`src/rtl/ones_count_accumulator_if.sv`:
```
// Beat input and frame-result output bundle for ones_count_accumulator.
// The producer/consumer side uses master; the accumulator uses slave.
interface ones_count_accumulator_if #(
  parameter int SUM_W = 6,
  parameter int LEN_W = 4
);
  logic             in_valid;
  logic             in_ready;
  logic [2:0]       in_count;
  logic             in_last;
  logic [SUM_W-1:0] threshold;
  logic             out_valid;
  logic             out_ready;
  logic [SUM_W-1:0] out_sum;
  logic [LEN_W-1:0] out_len;
  logic             out_over;
  logic             err_range;

  modport master (
    output in_valid, in_count, in_last, threshold, out_ready,
    input  in_ready, out_valid, out_sum, out_len, out_over, err_range
  );

  modport slave (
    input  in_valid, in_count, in_last, threshold, out_ready,
    output in_ready, out_valid, out_sum, out_len, out_over, err_range
  );
endinterface

```
`src/rtl/ones_count_accumulator.sv`:
```
// Sums per-beat ones counts over a frame, then holds the saturated total,
// the beat count and the threshold flag until the consumer takes them.
module ones_count_accumulator #(
  parameter int FRAME_LEN = 8,
  parameter int SUM_W     = 6,
  parameter int LEN_W     = 4
) (
  input logic                       clk,
  input logic                       rst_n,
  ones_count_accumulator_if.slave   bus
);

  typedef enum logic {ACCUM, HOLD} state_t;

  state_t           r_state;
  logic [SUM_W-1:0] r_acc;
  logic [LEN_W-1:0] r_cnt;
  logic [SUM_W-1:0] r_sum;
  logic [LEN_W-1:0] r_len;
  logic             r_over;
  logic             r_err;

  logic             w_bad;
  logic [2:0]       w_clamped;
  logic [SUM_W:0]   w_add;
  logic [SUM_W-1:0] w_accSat;
  logic [LEN_W-1:0] w_cntNext;
  logic             w_close;

  // Out-of-range counts are treated as the largest legal count (4).
  assign w_bad     = bus.in_count > 3'd4;
  assign w_clamped = w_bad ? 3'd4 : bus.in_count;
  assign w_add     = {1'b0, r_acc} + {{(SUM_W-2){1'b0}}, w_clamped};
  assign w_accSat  = w_add[SUM_W] ? {SUM_W{1'b1}} : w_add[SUM_W-1:0];
  assign w_cntNext = r_cnt + LEN_W'(1);
  assign w_close   = bus.in_last || (w_cntNext == LEN_W'(FRAME_LEN));

  always_ff @(posedge clk or negedge rst_n) begin
    if (!rst_n) begin
      r_state <= ACCUM;
      r_acc   <= '0;
      r_cnt   <= '0;
      r_sum   <= '0;
      r_len   <= '0;
      r_over  <= 1'b0;
      r_err   <= 1'b0;
    end else if (r_state == ACCUM) begin
      if (bus.in_valid) begin
        if (w_bad) r_err <= 1'b1;
        if (w_close) begin
          r_sum   <= w_accSat;
          r_len   <= w_cntNext;
          r_over  <= (w_accSat >= bus.threshold);
          r_acc   <= '0;
          r_cnt   <= '0;
          r_state <= HOLD;
        end else begin
          r_acc <= w_accSat;
          r_cnt <= w_cntNext;
        end
      end
    end else if (bus.out_ready) begin
      r_state <= ACCUM;
    end
  end

  // in_ready depends only on state, so out_ready never reaches it combinationally.
  assign bus.out_valid = (r_state == HOLD);
  assign bus.in_ready  = (r_state == ACCUM);
  assign bus.out_sum   = r_sum;
  assign bus.out_len   = r_len;
  assign bus.out_over  = r_over;
  assign bus.err_range = r_err;

endmodule

```
`src/flat_wrapper.sv`:
```
// flat-port wrapper written by rule: the top's interface ports become plain ports
module ones_count_accumulator_flat 
#(
  parameter int FRAME_LEN = 8,
  parameter int SUM_W     = 6,
  parameter int LEN_W     = 4
)
  (clk, rst_n, bus_in_valid, bus_in_count, bus_in_last, bus_threshold, bus_out_ready, bus_in_ready, bus_out_valid, bus_out_sum, bus_out_len, bus_out_over, bus_err_range);
  ones_count_accumulator_if #(.SUM_W(SUM_W), .LEN_W(LEN_W)) bus_i ();
  input logic clk;
  input logic rst_n;
  input wire logic [$bits(bus_i.in_valid)-1:0] bus_in_valid;
  input wire logic [$bits(bus_i.in_count)-1:0] bus_in_count;
  input wire logic [$bits(bus_i.in_last)-1:0] bus_in_last;
  input wire logic [$bits(bus_i.threshold)-1:0] bus_threshold;
  input wire logic [$bits(bus_i.out_ready)-1:0] bus_out_ready;
  output wire logic [$bits(bus_i.in_ready)-1:0] bus_in_ready;
  output wire logic [$bits(bus_i.out_valid)-1:0] bus_out_valid;
  output wire logic [$bits(bus_i.out_sum)-1:0] bus_out_sum;
  output wire logic [$bits(bus_i.out_len)-1:0] bus_out_len;
  output wire logic [$bits(bus_i.out_over)-1:0] bus_out_over;
  output wire logic [$bits(bus_i.err_range)-1:0] bus_err_range;
  assign bus_i.in_valid = bus_in_valid;
  assign bus_i.in_count = bus_in_count;
  assign bus_i.in_last = bus_in_last;
  assign bus_i.threshold = bus_threshold;
  assign bus_i.out_ready = bus_out_ready;
  assign bus_in_ready = bus_i.in_ready;
  assign bus_out_valid = bus_i.out_valid;
  assign bus_out_sum = bus_i.out_sum;
  assign bus_out_len = bus_i.out_len;
  assign bus_out_over = bus_i.out_over;
  assign bus_err_range = bus_i.err_range;
  ones_count_accumulator #(.FRAME_LEN(FRAME_LEN), .SUM_W(SUM_W), .LEN_W(LEN_W)) u_core (.clk(clk), .rst_n(rst_n), .bus(bus_i));
endmodule
```
`config.mk`:
```
export PLATFORM = sky130hd
export DESIGN_NAME = ones_count_accumulator_flat
export DESIGN_NICKNAME = d
export VERILOG_FILES = /design/src/rtl/ones_count_accumulator_if.sv /design/src/rtl/ones_count_accumulator.sv /design/src/flat_wrapper.sv
export SDC_FILE = /design/constraint.sdc
export NUM_CORES = 1
export LEC_CHECK = 0
export ABC_AREA = 1
export CAP_MARGIN = 20
export CORE_ASPECT_RATIO = 0.7
export CORE_MARGIN = 4
export CORE_UTILIZATION = 49
export DETAILED_ROUTE_END_ITERATION = 10
export GPL_TIMING_DRIVEN = 0
export HOLD_SLACK_MARGIN = 0.1
export PLACE_DENSITY = 0.88
export RECOVER_POWER = 100
export SYNTH_ARGS = -nofsm -noshare
export SYNTH_HDL_FRONTEND = slang
export SYNTH_SLANG_ARGS = --single-unit
```
`constraint.sdc`:
```
create_clock -name clk -period 3 [get_ports clk]
set_clock_uncertainty 0.05 [all_clocks]
set_input_delay 0.3 -clock clk [delete_from_list [all_inputs] [get_ports clk]]
set_output_delay 0.3 -clock clk [all_outputs]
set_load 0.02 [all_outputs]
```
**Clock distribution**

Bar = 20 µm.
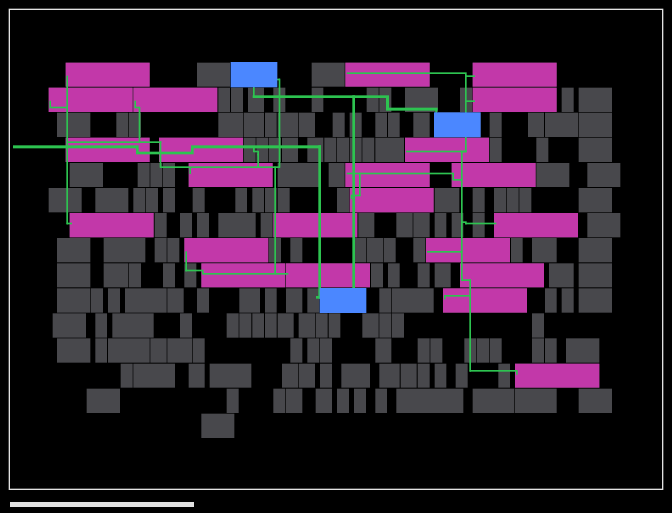
Key: magenta = flip-flops [count 23]; green = clock wires [length 277 µm]; blue = clock-net drivers [count 3]
There are 4 routed clock nets.
clock power share: 20.3%
clk pwr: 188 µW
Latency at later pin: 0.26 ns

**Congestion heat map**

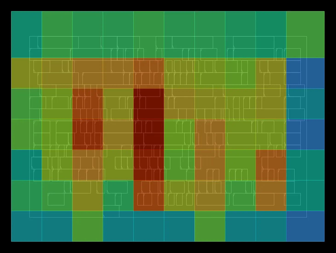
GRT Total Usage: 17.91%
routing usage on met3: 5.598%
Most Crowded Layer GR: met2
global-route track usage on met1: 24.94%
grt met2 use: 26.15%

**Placement by cell class**

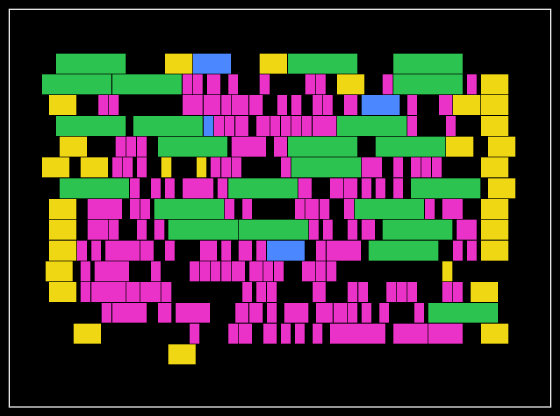
Key: yellow = remaining buffers and delay cells [cells 30, share of their area 17%]; green = registers [cells 23, share of their area 35%]; blue = clock drivers and dummy loads [cells 4, share of their area 2.7%]; magenta = remaining logic cells [cells 149, share of their area 45%]
Core Box Area: 0.002552 mm²
post-route design area: 0.001689 mm²

**Signal wires by layer**

Bar = 20 µm.
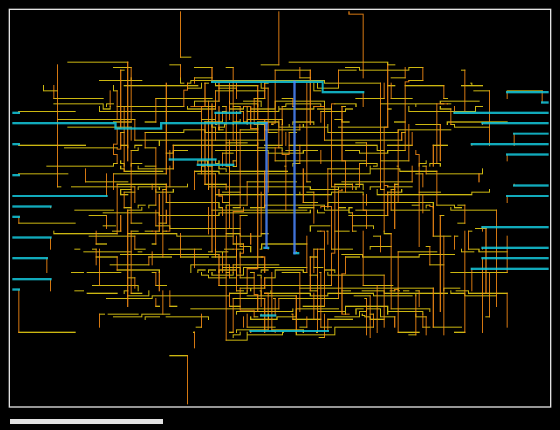
Key: yellow = M1 [wire length 1,510 µm]; cyan = M3 [wire length 208 µm]; blue = M4 [wire length 38.8 µm]; orange = M2 [wire length 1,130 µm]
via count: 1,180
WL final: 2893 µm
wire length per cell: 12.05 µm

report_power, final:
group | switching (mW) | internal, mW
clock | 0.0936 | 0.0948
combinational | 0.196 | 0.139
sequential | 0.0370 | 0.367
per-stage QoR:
stage | total power, mW | utilization, %
after global placement | 0.7522 | 65.10
after floorplan | 0.6125 | -
final | 0.9274 | 66.18
after detailed placement | 0.7610 | 65.10
after CTS | 0.9532 | 66.86
after global routing | 1.004 | 66.18
worst reg2reg max path, stage by stage (launching register included):
cell     delay, ns
dfrtp_1       0.36
ha_1          0.19
inv_1         0.06
fa_1          0.40
nor2_2        0.15
o21ai_2       0.10
nand2_1       0.09
inv_1         0.07
ha_1          0.27
o21a_1        0.19
o21ai_0       0.14
nand2_1       0.08
nand2_1       0.06
nand2_1       0.05
==> flow_summary.ini <==
; generated from flow reports
[status]
outcome = finished clean

[synth]
yosysChipArea_mm2 = 0.001349
area_leaders = dfrtp_1, nand2_1, ha_1
common_cells = nand2_1, inv_1, dfrtp_1
postSynthSeqShare_pct = 42.67
synth.cellmix.compoundShare_pct = 8.163

[finish]
sh_comb_area_pct = 37.85
n_antenna_cell = 0
largest_cell_class = combinational gates
lay_top_count = nand2_1
drive_gt1_share_pct = 2.913
flops = 23
n_clock_buffer = 4
buffers_excl_clock = 30
seq_share_pct = 34.07

[critical_path]
crit_end = u_core.bus.out_over
cpLargestDelayFamily = adder cells
setup.worst_path.start_class = primary input
path_common_cell = nand2_1
r2r_setup_slack_ns = 0.65
crit_required_ns = 3.11
end_kind = flop
cp_num_cells = 16
max_stage_delay_ns = 0.43

[power]
p_leak_nw = 0.9362

[floorplanning]
taps = 34
die_h_um = 51.90
rows = 15
fp_util_pct = 52.84

[sta]
whs_ns = 0.2081
min_period_over_period_pct = 93.22
tns_ns = 0
max_freq_mhz = 357.6
rsz0062_at_grt = false

[route]
drc = 0

[flow_run]
max-cap-violations = 0

[clocking]
numCtsBuffers = 3
cts_hold_buffers = 0
cts_sinks = 23
cts-root-buf = clkbuf_8

[grt]
grt_pass1_wl_um = 5050

[placed_design]
dp_slack_ns = -0.06078

[hold_path]
hold_path.class = primary input to asynchronous set/reset pin
Power and IR drop assume default switching activity.
